### Ports around the boundary, run 1

Pins as bars across the die edge, other pins in gray.
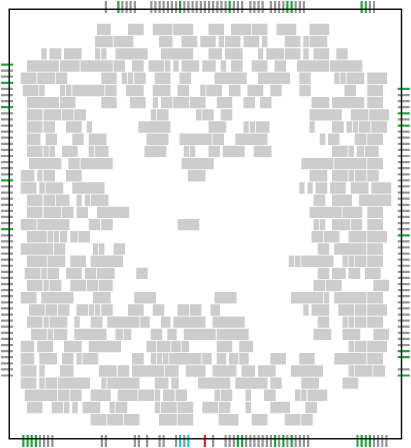
### Cells colored by class, run 1

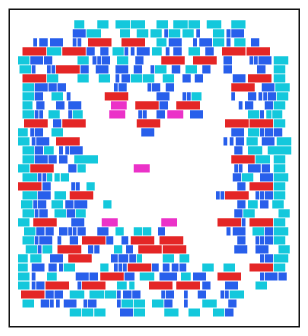
### Clock wires, drivers and flops, run 1

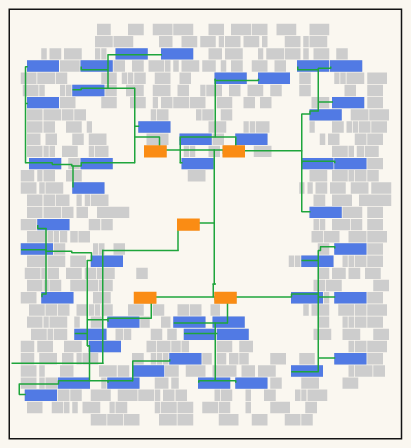
## config.mk

```make
export PLATFORM = sky130hd
export DESIGN_NAME = spram_arbiter_flat
export DESIGN_NICKNAME = d
export VERILOG_FILES = /design/src/rtl/spram_arb_pkg.sv /design/src/rtl/spram_arbiter_if.sv /design/src/rtl/spram_arbiter_rr_arbiter.sv /design/src/rtl/spram_arbiter.sv /design/src/flat_wrapper.sv
export SDC_FILE = /design/constraint.sdc
export NUM_CORES = 1
export LEC_CHECK = 0
export CAP_MARGIN = 40
export CORE_ASPECT_RATIO = 1.1
export CORE_MARGIN = 2
export CORE_UTILIZATION = 37
export CTS_BUF_LIST = sky130_fd_sc_hd__clkbuf_4 sky130_fd_sc_hd__clkbuf_8
export DETAILED_ROUTE_END_ITERATION = 12
export PLACE_DENSITY = 0.84
export SYNTH_ARGS = -nofsm -noshare
export SYNTH_HDL_FRONTEND = slang
export SYNTH_SLANG_ARGS = --single-unit
```

## constraint.sdc

```tcl
create_clock -name clk -period 1.65 [get_ports clk]
set_clock_uncertainty 0.15 [all_clocks]
set_input_delay 0.2475 -clock clk [delete_from_list [all_inputs] [get_ports clk]]
set_output_delay 0.2475 -clock clk [all_outputs]
set_load 0.02 [all_outputs]
```

## src/rtl/spram_arb_pkg.sv

```systemverilog
// Shared types and helpers for the single-port RAM arbiter.
//   arb_state_e : arbiter FSM states (HOLD is only reachable with SPRAM_ARB_BURST_EN)
//   rd_tag_t    : one read-pipeline stage {valid, requester id}
//   req_id_w    : width of a requester index for a given requester count
//   rr_pick     : round-robin pick, returns a one-hot grant over up to MAX_REQ requesters
package spram_arb_pkg;

  localparam int MAX_REQ  = 8;
  localparam int MAX_ID_W = 3;

  typedef enum logic [0:0] {
    ARB  = 1'b0,
    HOLD = 1'b1
  } arb_state_e;

  typedef struct packed {
    logic                valid;
    logic [MAX_ID_W-1:0] id;
  } rd_tag_t;

  // A single requester still needs a one-bit index to keep port widths legal.
  function automatic int req_id_w(input int n);
    return (n <= 2) ? 1 : $clog2(n);
  endfunction

  // Search starts at ptr and wraps at n; the first valid requester wins.
  function automatic logic [MAX_REQ-1:0] rr_pick(
    input logic [MAX_REQ-1:0]  valid,
    input logic [MAX_ID_W-1:0] ptr,
    input int                  n
  );
    logic [MAX_REQ-1:0]  grant;
    logic                found;
    logic [MAX_ID_W-1:0] idx;
    grant = {MAX_REQ{1'b0}};
    found = 1'b0;
    for (int i = 0; i < MAX_REQ; i++) begin
      idx = MAX_ID_W'((32'(ptr) + 32'(i)) % 32'(n));
      if ((i < n) && !found && valid[idx]) begin
        grant[idx] = 1'b1;
        found      = 1'b1;
      end else begin
        found = found;
      end
    end
    return grant;
  endfunction

endpackage

```

## src/rtl/spram_arbiter_if.sv

```systemverilog
// Requester and RAM-side bus of spram_arbiter.
//   i_req_valid/we/addr/wdata : per-requester commands, requester 0 in the LSBs
//   o_req_ready               : one-hot grant, command accepted on valid & ready
//   o_rsp_valid/o_rsp_data    : read response, data bus shared by all requesters
//   o_ram_we/addr/wdata       : registered command to the RAM instance
//   i_ram_rdata               : read data returned by the RAM
// slave  : the arbiter side; master : requesters plus the RAM model.
interface spram_arbiter_if #(
  parameter int NUM_REQ    = 2,
  parameter int ADDR_WIDTH = 8,
  parameter int DATA_WIDTH = 32
);
  logic [NUM_REQ-1:0]            i_req_valid;
  logic [NUM_REQ-1:0]            i_req_we;
  logic [NUM_REQ*ADDR_WIDTH-1:0] i_req_addr;
  logic [NUM_REQ*DATA_WIDTH-1:0] i_req_wdata;
  logic [NUM_REQ-1:0]            o_req_ready;
  logic [NUM_REQ-1:0]            o_rsp_valid;
  logic [DATA_WIDTH-1:0]         o_rsp_data;
  logic                          o_ram_we;
  logic [ADDR_WIDTH-1:0]         o_ram_addr;
  logic [DATA_WIDTH-1:0]         o_ram_wdata;
  logic [DATA_WIDTH-1:0]         i_ram_rdata;

  modport slave (
    input  i_req_valid, i_req_we, i_req_addr, i_req_wdata, i_ram_rdata,
    output o_req_ready, o_rsp_valid, o_rsp_data, o_ram_we, o_ram_addr, o_ram_wdata
  );

  modport master (
    output i_req_valid, i_req_we, i_req_addr, i_req_wdata, i_ram_rdata,
    input  o_req_ready, o_rsp_valid, o_rsp_data, o_ram_we, o_ram_addr, o_ram_wdata
  );
endinterface

```

## src/rtl/spram_arbiter_rr_arbiter.sv

```systemverilog
// Round-robin picker with a registered priority pointer.
//   clk, rst_n : clock, synchronous active-low reset
//   valid      : per-requester request
//   accept     : a command was accepted this cycle
//   accept_id  : index of the accepted requester
//   grant      : one-hot pick among valid requesters, starting at the pointer
// After an accept by k the pointer moves to k+1 (mod NUM_REQ); otherwise it holds.
module rr_arbiter
  import spram_arb_pkg::*;
#(
  parameter int NUM_REQ  = 2,
  parameter int REQ_ID_W = req_id_w(NUM_REQ)
) (
  input  logic                clk,
  input  logic                rst_n,
  input  logic [NUM_REQ-1:0]  valid,
  input  logic                accept,
  input  logic [REQ_ID_W-1:0] accept_id,
  output logic [NUM_REQ-1:0]  grant
);

  logic [REQ_ID_W-1:0] ptr_r;

  // Combinational pick from the current pointer.
  always_comb begin
    grant = NUM_REQ'(rr_pick(MAX_REQ'(valid), MAX_ID_W'(ptr_r), NUM_REQ));
  end

  // Priority pointer: the requester after the last accepted one gets first look.
  always_ff @(posedge clk) begin
    if (!rst_n) begin
      ptr_r <= {REQ_ID_W{1'b0}};
    end else if (accept) begin
      if (accept_id == REQ_ID_W'(NUM_REQ - 1)) begin
        ptr_r <= {REQ_ID_W{1'b0}};
      end else begin
        ptr_r <= accept_id + REQ_ID_W'(1);
      end
    end else begin
      ptr_r <= ptr_r;
    end
  end

endmodule

```

## src/rtl/spram_arbiter.sv

```systemverilog
// Shares one single-port RAM between NUM_REQ requesters.
//   clk, rst_n : clock, synchronous active-low reset
//   bus        : spram_arbiter_if.slave (requester commands/grants/responses, RAM command/read data)
// Commands are granted round-robin, registered onto o_ram_* one cycle after accept,
// and reads are tagged through an RD_LATENCY+1 stage pipeline so that o_rsp_valid
// pulses for the issuing requester exactly when i_ram_rdata carries its data.
// Optional build macro SPRAM_ARB_BURST_EN: a granted requester keeps the grant for
// up to BURST_LEN consecutive accepts while it stays valid (FSM state HOLD).
module spram_arbiter
  import spram_arb_pkg::*;
#(
  parameter int NUM_REQ    = 2,
  parameter int ADDR_WIDTH = 8,
  parameter int DATA_WIDTH = 32,
  parameter int RD_LATENCY = 1,
  parameter int BURST_LEN  = 4
) (
  input  logic            clk,
  input  logic            rst_n,
  spram_arbiter_if.slave  bus
);

  localparam int REQ_ID_W = req_id_w(NUM_REQ);

  logic [NUM_REQ-1:0]    pick_s;
  logic [NUM_REQ-1:0]    ready_s;
  logic                  accept_s;
  logic [REQ_ID_W-1:0]   accept_id_s;
  logic                  accept_we_s;
  logic [ADDR_WIDTH-1:0] accept_addr_s;
  logic [DATA_WIDTH-1:0] accept_wdata_s;
  rd_tag_t               tag_in_s;
  logic [NUM_REQ-1:0]    rsp_valid_s;

  arb_state_e            state_r;
  logic                  ram_we_r;
  logic [ADDR_WIDTH-1:0] ram_addr_r;
  logic [DATA_WIDTH-1:0] ram_wdata_r;
  rd_tag_t               rd_pipe_r [RD_LATENCY+1];

  rr_arbiter #(
    .NUM_REQ  (NUM_REQ),
    .REQ_ID_W (REQ_ID_W)
  ) u_rr (
    .clk       (clk),
    .rst_n     (rst_n),
    .valid     (bus.i_req_valid),
    .accept    (accept_s),
    .accept_id (accept_id_s),
    .grant     (pick_s)
  );

`ifdef SPRAM_ARB_BURST_EN
  localparam int CNT_W = $clog2(BURST_LEN + 1);

  logic [CNT_W-1:0]    burst_cnt_r;
  logic [REQ_ID_W-1:0] hold_id_r;
  logic                burst_active_s;
  logic [NUM_REQ-1:0]  hold_grant_s;

  // In HOLD the owner keeps the grant only while valid; otherwise fall back to
  // the round-robin pick in the same cycle so no bubble is inserted.
  always_comb begin
    burst_active_s          = (state_r == HOLD) && bus.i_req_valid[hold_id_r];
    hold_grant_s            = {NUM_REQ{1'b0}};
    hold_grant_s[hold_id_r] = 1'b1;
    if (burst_active_s) begin
      ready_s = hold_grant_s;
    end else begin
      ready_s = pick_s;
    end
  end

  // Arbiter FSM with burst counter. The counter is only reset on a fresh
  // (round-robin) accept, so it counts accepts of the current owner.
  always_ff @(posedge clk) begin
    if (!rst_n) begin
      state_r     <= ARB;
      burst_cnt_r <= {CNT_W{1'b0}};
      hold_id_r   <= {REQ_ID_W{1'b0}};
    end else begin
      case (state_r)
        ARB: begin
          if (accept_s) begin
            burst_cnt_r <= CNT_W'(1);
            hold_id_r   <= accept_id_s;
            state_r     <= (BURST_LEN > 1) ? HOLD : ARB;
          end else begin
            state_r <= ARB;
          end
        end
        HOLD: begin
          if (burst_active_s) begin
            burst_cnt_r <= burst_cnt_r + CNT_W'(1);
            state_r     <= ((burst_cnt_r + CNT_W'(1)) >= CNT_W'(BURST_LEN)) ? ARB : HOLD;
          end else if (accept_s) begin
            burst_cnt_r <= CNT_W'(1);
            hold_id_r   <= accept_id_s;
            state_r     <= (BURST_LEN > 1) ? HOLD : ARB;
          end else begin
            state_r <= ARB;
          end
        end
        default: begin
          state_r <= ARB;
        end
      endcase
    end
  end
`else
  // Grant is re-arbitrated every cycle.
  always_comb begin
    ready_s = pick_s;
  end

  // Without bursting the FSM never leaves ARB.
  always_ff @(posedge clk) begin
    if (!rst_n) begin
      state_r <= ARB;
    end else begin
      state_r <= ARB;
    end
  end
`endif

  // Decode the accepted command; ready is one-hot so OR-ing indices is exact.
  always_comb begin
    accept_s    = |(ready_s & bus.i_req_valid);
    accept_id_s = {REQ_ID_W{1'b0}};
    for (int i = 0; i < NUM_REQ; i++) begin
      accept_id_s = accept_id_s | (ready_s[i] ? REQ_ID_W'(i) : {REQ_ID_W{1'b0}});
    end
    accept_we_s    = bus.i_req_we[accept_id_s];
    accept_addr_s  = bus.i_req_addr[32'(accept_id_s) * ADDR_WIDTH +: ADDR_WIDTH];
    accept_wdata_s = bus.i_req_wdata[32'(accept_id_s) * DATA_WIDTH +: DATA_WIDTH];
    tag_in_s.valid = accept_s && !accept_we_s;
    tag_in_s.id    = MAX_ID_W'(accept_id_s);
  end

  // RAM command registers: idle cycles drop the write enable but hold the address.
  always_ff @(posedge clk) begin
    if (!rst_n) begin
      ram_we_r    <= 1'b0;
      ram_addr_r  <= {ADDR_WIDTH{1'b0}};
      ram_wdata_r <= {DATA_WIDTH{1'b0}};
    end else if (accept_s) begin
      ram_we_r    <= accept_we_s;
      ram_addr_r  <= accept_addr_s;
      ram_wdata_r <= accept_wdata_s;
    end else begin
      ram_we_r    <= 1'b0;
      ram_addr_r  <= ram_addr_r;
      ram_wdata_r <= ram_wdata_r;
    end
  end

  // Read tag pipeline: stage 0 lines up with the RAM command, the last stage with
  // the returned data. Reset flushes in-flight reads.
  always_ff @(posedge clk) begin
    if (!rst_n) begin
      for (int j = 0; j <= RD_LATENCY; j++) begin
        rd_pipe_r[j] <= '0;
      end
    end else begin
      rd_pipe_r[0] <= tag_in_s;
      for (int j = 1; j <= RD_LATENCY; j++) begin
        rd_pipe_r[j] <= rd_pipe_r[j-1];
      end
    end
  end

  // Response valid is a pure decode of the last pipeline stage.
  always_comb begin
    rsp_valid_s = {NUM_REQ{1'b0}};
    for (int i = 0; i < NUM_REQ; i++) begin
      rsp_valid_s[i] = rd_pipe_r[RD_LATENCY].valid && (rd_pipe_r[RD_LATENCY].id == MAX_ID_W'(i));
    end
  end

  assign bus.o_req_ready = ready_s;
  assign bus.o_rsp_valid = rsp_valid_s;
  assign bus.o_rsp_data  = bus.i_ram_rdata;
  assign bus.o_ram_we    = ram_we_r;
  assign bus.o_ram_addr  = ram_addr_r;
  assign bus.o_ram_wdata = ram_wdata_r;

endmodule

```

## src/flat_wrapper.sv

```systemverilog
// flat-port wrapper written by rule: the top's interface ports become plain ports
module spram_arbiter_flat import spram_arb_pkg::*;
#(
  parameter int NUM_REQ    = 2,
  parameter int ADDR_WIDTH = 8,
  parameter int DATA_WIDTH = 32,
  parameter int RD_LATENCY = 1,
  parameter int BURST_LEN  = 4
)
  (clk, rst_n, bus_i_req_valid, bus_i_req_we, bus_i_req_addr, bus_i_req_wdata, bus_i_ram_rdata, bus_o_req_ready, bus_o_rsp_valid, bus_o_rsp_data, bus_o_ram_we, bus_o_ram_addr, bus_o_ram_wdata);
  spram_arbiter_if #(.NUM_REQ(NUM_REQ), .ADDR_WIDTH(ADDR_WIDTH), .DATA_WIDTH(DATA_WIDTH)) bus_i ();
  input  logic clk;
  input  logic rst_n;
  input wire logic [$bits(bus_i.i_req_valid)-1:0] bus_i_req_valid;
  input wire logic [$bits(bus_i.i_req_we)-1:0] bus_i_req_we;
  input wire logic [$bits(bus_i.i_req_addr)-1:0] bus_i_req_addr;
  input wire logic [$bits(bus_i.i_req_wdata)-1:0] bus_i_req_wdata;
  input wire logic [$bits(bus_i.i_ram_rdata)-1:0] bus_i_ram_rdata;
  output wire logic [$bits(bus_i.o_req_ready)-1:0] bus_o_req_ready;
  output wire logic [$bits(bus_i.o_rsp_valid)-1:0] bus_o_rsp_valid;
  output wire logic [$bits(bus_i.o_rsp_data)-1:0] bus_o_rsp_data;
  output wire logic [$bits(bus_i.o_ram_we)-1:0] bus_o_ram_we;
  output wire logic [$bits(bus_i.o_ram_addr)-1:0] bus_o_ram_addr;
  output wire logic [$bits(bus_i.o_ram_wdata)-1:0] bus_o_ram_wdata;
  assign bus_i.i_req_valid = bus_i_req_valid;
  assign bus_i.i_req_we = bus_i_req_we;
  assign bus_i.i_req_addr = bus_i_req_addr;
  assign bus_i.i_req_wdata = bus_i_req_wdata;
  assign bus_i.i_ram_rdata = bus_i_ram_rdata;
  assign bus_o_req_ready = bus_i.o_req_ready;
  assign bus_o_rsp_valid = bus_i.o_rsp_valid;
  assign bus_o_rsp_data = bus_i.o_rsp_data;
  assign bus_o_ram_we = bus_i.o_ram_we;
  assign bus_o_ram_addr = bus_i.o_ram_addr;
  assign bus_o_ram_wdata = bus_i.o_ram_wdata;
  spram_arbiter #(.NUM_REQ(NUM_REQ), .ADDR_WIDTH(ADDR_WIDTH), .DATA_WIDTH(DATA_WIDTH), .RD_LATENCY(RD_LATENCY), .BURST_LEN(BURST_LEN)) u_core (.clk(clk), .rst_n(rst_n), .bus(bus_i));
endmodule
```

==> impl_metrics.csv, run 1 <==
group,metric,value,unit
outcome,outcome,"complete, no violations",
cts,cts_tree,"built",
worst_setup_path,cp_cell_sequence,"clkdlybuf4s50_1",
worst_setup_path,crit_type,"reg -> out",
floorplanning,dieArea,0.00832,sq mm
logic_synthesis,ys.flops,46,
place,dp_hpwl,5.13,mm
finish,fin_nets,529,
floorplanning,die_x,87.2,um
worst_setup_path,cp.buffers_inverters,1,
cts,clk_latency,0.29,ns
floorplanning,initCoreUtil,37.9,%
global_route,antenna_found_initial,0,
route,wl_per_cell,15.2,um
global_route,grt_pass1_vias,2644,
finish,comb_area,0.00145,sq mm
finish,lay_top_cells,"83 x clkdlybuf4s50_1, 79 x nor2_1, 46 x dfxtp_1",
logic_synthesis,ys_cells,325,
power,max-vdd-ir-drop,0.370,mV
place,postPlaceCellArea,0.00389,sq mm
global_route,grtUsageMet3,4.76,%
global_route,grtUsageMet1,19.2,%
route,wirelength,7.53,mm
logic_synthesis,netlist_area,0.00281,sq mm
power,pwr-share-clk,24.5,%
global_route,grt_max_degree,47,
floorplanning,rows,33,
worst_setup_path,crit_cells,1,
worst_hold_path,worstHoldPathCells,4,
finish,regArea,921,sq um
route,drc,0,
cts,cts_buffer_depth,2,
power,pwr-share-comb,31.3,%
power,p_seq_share,44.2,%
worst_setup_path,cp-startpoint,"u_core.bus.o_ram_wdata[20]",
logic_synthesis,yosysWarnings,0,
place,port_buffers,130,
logic_synthesis,synth_cells,325,
timing,hold_viol,0,
worst_setup_path,worstPathRequired,1.25,ns
worst_setup_path,cpLargestDelayFamily,"buffers and inverters",
job,maxCapViolations,0,
cts,clk_pin_slew,0.08,ns
timing,slew-limit-headroom,67.1,%
Back to the opening pictures, 'Ports around the boundary':
| color | port | pins | direction | edge |
|---|---|---|---|---|
| red | bus_o_ram_we | 1 | output | south |
| green | bus_i_ram_rdata | 32 | input | 13 south, 7 east, 7 north, 5 west |
| cyan | bus_i_req_we | 2 | input | south |

Back to the opening pictures, 'Cells colored by class':
| color | class | cells |
|---|---|---|
| magenta | clock drivers and dummy loads | 6 |
| cyan | remaining buffers and delay cells | 141 |
| red | registers | 46 |
| blue | remaining logic cells | 217 |

Back to the opening pictures, 'Clock wires, drivers and flops':
[orange] clock-net drivers | count: 5
[green] clock wires | length: 627 um
[blue] flip-flops | count: 46
routed clock nets: 6
flops lie: all over the die

-- run 1: what timing repair did --
item | in CTS | in global routing
hold buffers | 0 | 0
gates resized | 22 | 26
setup endpoints to repair | 21 | 25
-- run 1: per-stage QoR --
| step | worst slack [ns] | hold WS (ns) | std cells | util, % | power, mW |
|---|---|---|---|---|---|
| after floorplan | 0.243 | 0.257 | 325 | - | 1.86 |
| after global placement | -0.0140 | 0.263 | 491 | 52.3 | 2.16 |
| after detailed placement | -0.0113 | 0.281 | 491 | 52.3 | 2.19 |
| after CTS | 0.00189 | 0.271 | 497 | 53.1 | 2.86 |
| after global routing | 0.00319 | 0.287 | 497 | 53.7 | 2.95 |
| final | 0.0316 | 0.286 | 497 | 53.7 | 2.81 |
-- run 1: cells by family after synthesis --
logic type             synth area share [%]
DFF                                    32.7
and+or+nand+nor                        23.4
muxes                                  16.1
buffers and inverters                  15.7
AOI/OAI and AO/OA                      12.0
-- run 1: cells in the mapped netlist (all sizes together) --
cell type / count / area [sq um]
nor2b: 3 / 18.8
inv: 3 / 11.3
a21bo: 1 / 10.0
nor2: 80 / 303
o211ai: 40 / 300
dfxtp: 46 / 921
a21oi: 1 / 5.00
o21ai: 1 / 5.00
and3: 1 / 6.26
a32oi: 2 / 17.5
nand2b: 1 / 6.26
nand3b: 40 / 300
and2: 4 / 25.0
mux2: 40 / 454
buf: 56 / 408
clkbuf: 6 / 22.5
-- run 1: flip-flops by register name (all words and copies together), names as in the netlist --
signal and flops:
u_core.bus.o_ram_addr 8, u_core.u_rr.ptr_r 1, u_core.bus.o_ram_wdata 32, u_core.rd_pipe_r 4, u_core.bus.o_ram_we 1
-- run 1: final cells by class --
type,instances,area share (%)
Multi-Input combinational cell,214,36.4
Timing Repair Buffer,141,35.5
Sequential cell,46,23.1
Tap cell,87,2.73
Clock buffer,6,2.07
Inverter,3,0.282
-- run 1: routing by layer --
metal | up-vias | part of all wire (%)
met5 | - | 0
met4 | 0 | 1.9
met3 | 17 | 6.9
met2 | 93 | 50
met1 | 1231 | 42
li1 | 1259 | -
-- run 1: power by group through the flow --
stage	Combinational (mW)	Sequential, mW	Clock [mW]
2_1_floorplan	0.489	1.37	0
3_3_place_gp	0.900	1.26	0
3_5_place_dp	0.918	1.27	0
4_1_cts	0.896	1.24	0.724
5_1_grt	0.952	1.25	0.748
6_report	0.878	1.24	0.688
-- run 1: worst max-delay path by stage --
stage / to / slack, ns
finish: bus_o_ram_wdata[20] / 0.03
global route: bus_o_ram_wdata[20] / 0.003
CTS: bus_o_ram_addr[7] / 0.002
detailed placement: bus_o_req_ready[0] / -0.01
global placement: bus_o_req_ready[0] / -0.01
floorplan: bus_o_req_ready[1] / 0.24
### Signal wires by layer, run 1

Two of the layers only.
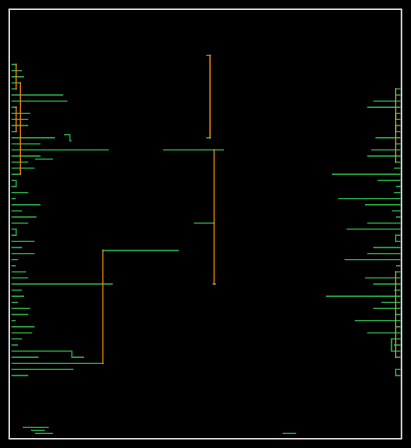

==> run 2: changes to the inputs <==
CORE_MARGIN = default   (was 2)
CORE_UTILIZATION = 35   (was 37)
PLACE_DENSITY = 0.8   (was 0.84)
### Signal wires by layer, run 2

Two of the layers only.
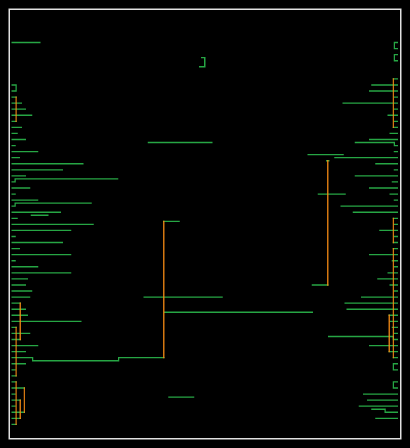
| color | layer | wire length |
|---|---|---|
| orange | M4 | 151 um |
| green | M3 | 655 um |

### Cells colored by class, run 2

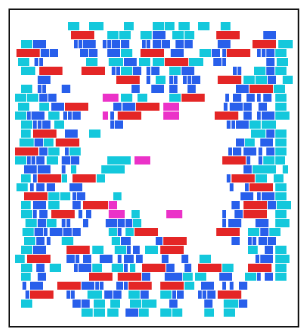
| color | class | cells |
|---|---|---|
| magenta | clock drivers and dummy loads | 8 |
| red | registers | 46 |
| blue | remaining logic cells | 217 |
| cyan | remaining buffers and delay cells | 140 |

### Ports around the boundary, run 2

Pins as bars across the die edge, other pins in gray.
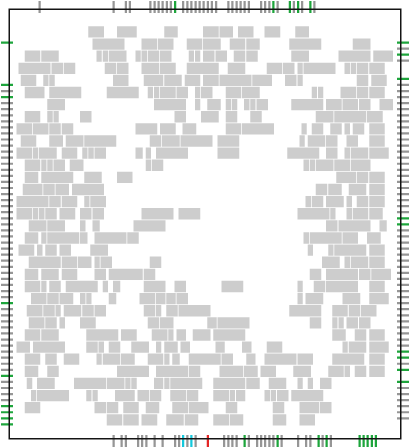
die width: 87.5 um
die span in y: 96.0 um
PortBufs: 130

==> run 2 against run 1 <==
  * Register-to-register slack gained 0.03 ns
  * Sequential power is essentially flat
  * Design area grew 0.41%
  * Hold slack lost 0.086 ns
==> impl_metrics.csv, run 2 <==
group,metric,value,unit
cts,clk_pin_slew,0.09,ns
worst_setup_path,crit_type,"reg -> out",
finish,final_area,0.00401,sq mm
timing,setup_viol,0,
worst_setup_path,worstPathArrival,1.19,ns
worst_setup_path,r2r-start,"u_core.u_rr.ptr_r",
cts,cts_tree,"built",
global_route,gr-total-overflow,0,
worst_setup_path,rrSetupSlack,0.24,ns
floorplanning,ios,195,
timing,slew-limit-headroom,67.9,%
power,cellInternalPower,2.03,mW
logic_synthesis,synth_area_per_cell,8.66,sq um
logic_synthesis,yosysWarnings,0,
place,placed_cells,508,
finish,diodes,0,
finish,lay_top_cells,"82 x clkdlybuf4s50_1, 79 x nor2_1, 45 x dfxtp_1",
route,antenna_left,0,
cts,cts_buffers,5,
logic_synthesis,netlist_area,0.00281,sq mm
outcome,outcome,"complete, no violations",
global_route,grt_max_degree,47,
finish,fin_nets,528,
cts,clk_latency,0.29,ns
floorplanning,rows,33,
timing,fin_crit,1.59,ns
global_route,antenna_found_initial,0,
floorplanning,fp.coreArea,0.00764,sq mm
worst_setup_path,cp-start-kind,"flip-flop",
place,dp_hpwl,5.10,mm
power,switching_share,28.7,%
worst_setup_path,worstPathRequired,1.25,ns
logic_synthesis,synth_cells,325,
place,postPlaceCellArea,0.00392,sq mm
logic_synthesis,ys_area,0.00281,sq mm
job,tool_warnings,26,
worst_setup_path,path_max_fanout,4,
route,drc,0,
power,max-vdd-ir-drop,0.333,mV
logic_synthesis,ys.flop_type,"dfxtp_1",
power,pwr-share-comb,30.7,%
global_route,grt_pass1_wl,12.1,mm
finish,stdcell_count,516,
place,place.gp.congestion,0.683,
logic_synthesis,ys_cells,325,
cts,cts_root_buf,"clkbuf_8",
timing,tightest_slew,0.482,ns
worst_setup_path,cp-endpoint,"bus_o_req_ready[1]",
logic_synthesis,synth_nets,443,
route,firstDrtPassIters,4,
worst_setup_path,reg2reg_depth,4,
cts,cts_buffer_depth,2,
power,p_leak,1.77,nW
route,vias,2586,
logic_synthesis,top_area_share,32.7,%
logic_synthesis,top_cells_by_count,"79 x nor2_1, 46 x dfxtp_1, 40 x nand3b_1, 40 x o211ai_1, 39 x mux2_2",
power,p_seq_share,43.5,%
timing,fmax,629,MHz
finish,n_fill_cell,707,
finish,lay_top_count,"clkdlybuf4s50_1",
cts,cts_setup_buffers,0,
logic_synthesis,ys_seq_share,32.7,%
timing,post-route-period-util,96.3,%
route,wirelength,7.67,mm
power,pwr-share-clk,25.8,%
global_route,grt_pass1_vias,2646,
finish,largest_reg_flops,32,
timing,rsz0062_at_grt,"false",
timing,hold_viol,0,
logic_synthesis,async_flop_share,0,%
global_route,track_usage,18.3,%
finish,area_delta_synth_final,42.5,%
cts,cts.sinks,46,
timing,drv_slew,0,
worst_setup_path,r2r-end,"u_core.bus.o_ram_wdata[7]",
logic_synthesis,area_leaders,"dfxtp_1 33%, mux2_2 16%, nand3b_1 11%, o211ai_1 11%, nor2_1 11%",
floorplanning,initCoreUtil,36.8,%
logic_synthesis,ys.flops,46,
floorplanning,dieArea,0.00840,sq mm
worst_setup_path,cp-startpoint,"u_core.u_rr.ptr_r",
job,maxCapViolations,0,
finish,utilization,52.5,%
route,wl_per_cell,14.9,um
logic_synthesis,top_cell,"nor2_1",
cts,htree_levels,2,
worst_setup_path,cp-end-kind,"primary output",
logic_synthesis,yosysTopAreaCell,"dfxtp_1",
power,power_density,710,mW/mm^2
logic_synthesis,edf_count,0,
run 2: cell counts after synthesis:
No cell type changed its count.
run 2: layout make-up:
| type | instances | area (sq um) | share of cell area (%) |
|---|---|---|---|
| clock buffers | 7 | 90.1 | 2.25 |
| clock inverters | 1 | 5.00 | 0.125 |
| inverters | 3 | 11.3 | 0.281 |
| multi-input cells | 214 | 1450 | 36.2 |
| flip-flops and latches | 46 | 922 | 23.0 |
| well taps | 105 | 131 | 3.28 |
| repair buffers | 140 | 1400 | 34.9 |
run 2: layer usage:
layer | routed length, um | vias to the layer above | track usage (%)
met4 | 150 | 0 | 7.10
met5 | 0 | - | 0
met2 | 3780 | 107 | 34.1
li1 | - | 1260 | -
met1 | 3080 | 1194 | 19.5
met3 | 654 | 25 | 4.89
run 2: cells by family (layout without fill, tap and decap cells):
family	Yosys count	count (layout)	share of synthesized area, %
multiplexers	40	40	16.1
buffers and inverters	65	151	15.7
flip-flops	46	46	32.7
AND-OR/OR-AND	45	45	12.0
AND/OR/NAND/NOR	129	129	23.4
run 2: stage by stage:
step,power (mW),hold WS (ns),setup slack [ns]
final,2.85,0.200,0.0612
after global routing,3.01,0.213,0.0140
after CTS,2.90,0.192,0.0000320
after detailed placement,2.19,0.270,-0.00960
after global placement,2.17,0.264,-0.00883
after floorplan,1.86,0.257,0.243
run 2: power by group through the flow:
stage | Combinational (mW) | Clock (mW) | Sequential, mW
final | 0.873 | 0.734 | 1.24
after global placement | 0.900 | 0 | 1.27
after detailed placement | 0.921 | 0 | 1.27
after global routing | 0.949 | 0.816 | 1.25
after floorplan | 0.489 | 0 | 1.37
after CTS | 0.887 | 0.775 | 1.24
run 2: worst min path at each step:
stage,from,end,slack [ns],depth (start not counted)
global route,bus_i_req_valid[1],u_core.rd_pipe_r[0][0],0.21,3
detailed placement,u_core.rd_pipe_r[0][0],u_core.rd_pipe_r[0][4],0.27,1
finish,bus_i_req_valid[1],u_core.rd_pipe_r[0][0],0.20,3
floorplan,bus_i_req_we[0],u_core.bus.o_ram_we,0.26,2
CTS,bus_i_req_valid[1],u_core.rd_pipe_r[0][0],0.19,3
global placement,u_core.rd_pipe_r[0][3],u_core.rd_pipe_r[0][7],0.26,1
run 2: critical path: stages (launching register included):
cell and delay, ns:
dfxtp_2 0.34, nand2b_1 0.14, and2_1 0.16, clkdlybuf4s15_2 0.25
run 2: what timing repair did:
item	4_1_cts	5_1_grt
setup endpoints to repair	30	16
gates resized	33	16
hold endpoints to repair	0	0
hold buffers	0	0
### Track usage over the die, run 2

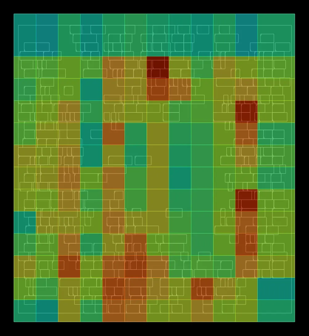

==> run 3: changes to the inputs <==
PLACE_DENSITY = 0.81   (was 0.8)
SYNTH_HIERARCHICAL = 1   (was default)
### Track usage over the die, run 3

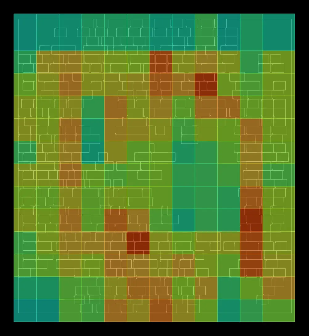
post-layout util: 55.1%
met1 GRT Util: 20.2%

### Ports around the boundary, run 3

Pins as bars across the die edge, other pins in gray.
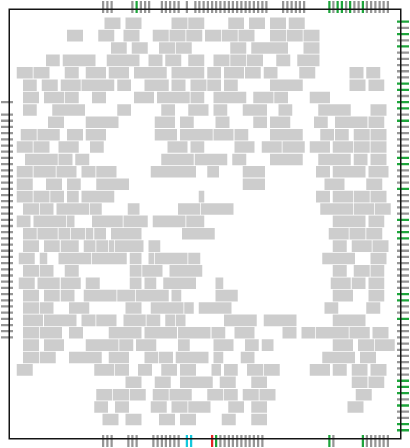
| color | port | pins | direction | edge |
|---|---|---|---|---|
| red | bus_o_ram_we | 1 | output | south |
| cyan | bus_i_req_we | 2 | input | south |
| green | bus_i_ram_rdata | 32 | input | 23 east, 6 north, 3 south |
all pins by edge: 67 east, 53 north, 38 west, 37 south

==> run 3 against run 2 <==
  * Worst setup slack lost 0.012 ns
  * Utilization rose by 2.7 points
  * Via count fell by 5.6%
  * Synthesized cell count decreased by 24%
  * Largest cell class is now buffers
==> impl_metrics.csv, run 3 <==
group,metric,value,unit
logic_synthesis,synth_cells,246,
logic_synthesis,top_area_share,34.2,%
logic_synthesis,ys_area,0.00270,sq mm
place,place.gp.congestion,0.705,
global_route,grt_pass1_vias,2372,
logic_synthesis,yosysTopAreaCell,"dfxtp_1",
worst_setup_path,cp_cell_sequence,"inv_2, a21boi_4, buf_6, buf_12, mux2i_1, a211oi_2",
worst_setup_path,crit_cells,6,
worst_setup_path,cp.buffers_inverters,3,
logic_synthesis,top_cell,"dfxtp_1",
floorplanning,ios,195,
logic_synthesis,top_cells_by_count,"46 x dfxtp_1, 41 x mux2i_1, 40 x a221oi_1",
timing,setup_viol,0,
cts,cts_hold_buf,0,
route,antenna_left,0,
logic_synthesis,async_flop_share,0,%
global_route,gr-total-overflow,0,
logic_synthesis,netlist_area,0.00270,sq mm
finish,largest_reg_flops,32,
cts,clk_pin_slew,0.08,ns
place,dp_hpwl,5.52,mm
timing,holdWs,0.294,ns
worst_setup_path,reg2reg_depth,6,
place,placed_cells,436,
floorplanning,initCoreUtil,36.1,%
power,cellInternalPower,2.16,mW
power,power_density,759,mW/mm^2
global_route,antenna_found_initial,0,
cts,htree_levels,2,
power,switching_share,31.0,%
cts,cts_buffers,5,
global_route,track_usage,18.4,%
finish,lay_top_count,"clkdlybuf4s50_1",
worst_setup_path,cpLargestDelayFamily,"buffers and inverters",
cts,cts_buffer_depth,2,
timing,tightest_slew,0.462,ns
route,wl_per_cell,17.5,um
timing,fmax,625,MHz
cts,cts.sinks,46,
worst_setup_path,cp-startpoint,"u_core/u_rr/ptr_r",
worst_setup_path,path_max_fanout,18,
worst_setup_path,crit_type,"reg -> reg",
logic_synthesis,synth_nets,364,
cts,cts_tree,"built",
logic_synthesis,synth_area_per_cell,11.0,sq um
timing,slew-limit-headroom,69.2,%
floorplanning,fp.dieH,94.0,um
timing,hold_viol,0,
power,pwr-share-clk,23.2,%
route,firstDrtPassIters,4,
logic_synthesis,edf_count,0,
worst_hold_path,worstHoldPathCells,1,
timing,fin_crit,1.60,ns
outcome,outcome,"complete, no violations",
floorplanning,die_x,85.7,um
logic_synthesis,ys_seq_share,34.2,%
worst_setup_path,r2r-start,"u_core/u_rr/ptr_r",
worst_setup_path,critPathSlowestCell,"dfxtp_2",
logic_synthesis,ys.flop_type,"dfxtp_1",
worst_setup_path,worstPathRequired,1.68,ns
floorplanning,rows,33,
### Clock wires, drivers and flops, run 3

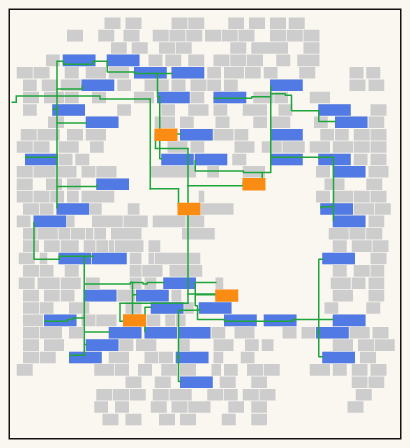
[blue] flip-flops | count: 46
[green] clock wires | length: 575 um
[orange] clock-net drivers | count: 5
routed clock nets: 6

run 3: repair_timing:
item                                   4_1_cts  5_1_grt
setup buffers                                0        2
setup endpoints to repair                   59       43
endpoints found under the hold margin        0        0
pin swaps                                    0        9
cloned                                       1        0
resized                                     42       24
run 3: worst min-delay path by stage:
stage	to	startpoint
after floorplan	u_core/rd_pipe_r[0][4]	rst_n
final	u_core/rd_pipe_r[0][7]	u_core/rd_pipe_r[0][3]
after global routing	u_core/rd_pipe_r[0][7]	u_core/rd_pipe_r[0][3]
after global placement	u_core/rd_pipe_r[0][4]	u_core/rd_pipe_r[0][0]
after detailed placement	u_core/rd_pipe_r[0][7]	u_core/rd_pipe_r[0][3]
after CTS	u_core/rd_pipe_r[0][7]	u_core/rd_pipe_r[0][3]
run 3: power by group through the flow:
| stage | Sequential [mW] | Combinational, mW | Clock [mW] |
|---|---|---|---|
| floorplan | 1.41 | 0.613 | 0 |
| global placement | 1.30 | 1.12 | 0 |
| detailed placement | 1.29 | 1.15 | 0 |
| CTS | 1.27 | 1.11 | 0.755 |
| global route | 1.28 | 1.20 | 0.798 |
| finish | 1.27 | 1.13 | 0.724 |
run 3: metal layers:
metal | vias to the layer above | track usage [%] | part of all wire (%)
li1 | 1116 | - | -
met1 | 1191 | 20.2 | 37
met2 | 115 | 34.3 | 53
met3 | 19 | 4.66 | 7.8
met4 | 0 | 6.39 | 2.1
met5 | - | 0 | 0
run 3: layout make-up:
cell class                 count  area (sq um)
clock buffer                   7          90.1
clock inverter                 1          5.00
fill                         671          3350
inverter                       2          7.51
multi-input combinational    133          1430
sequential                    46           922
tap                          105           131
timing repair buffer         153          1530
run 3: cells by family (layout without fill, tap and decap cells):
| kind of cell | count (synthesis) | after routing | share of synthesized area [%] |
|---|---|---|---|
| AND-OR/OR-AND | 84 | 84 | 32.6 |
| buffers and inverters | 67 | 163 | 16.2 |
| flip-flops | 46 | 46 | 34.2 |
| multiplexers | 41 | 41 | 15.2 |
| AND/OR/NAND/NOR | 8 | 8 | 1.81 |
run 3: stage by stage:
step / setup slack, ns / total power, mW / area (sq um) / utilization [%]
2_1_floorplan: 0.0172 / 2.02 / 2710 / -
4_1_cts: 0.000183 / 3.14 / 4030 / 53.9
3_3_place_gp: -0.0193 / 2.42 / 3940 / 52.7
3_5_place_dp: -0.0655 / 2.44 / 3940 / 52.7
6_report: 0.0495 / 3.13 / 4120 / 55.1
5_1_grt: -0.0121 / 3.28 / 4120 / 55.1
Power is estimated from default activity; no workload was simulated.
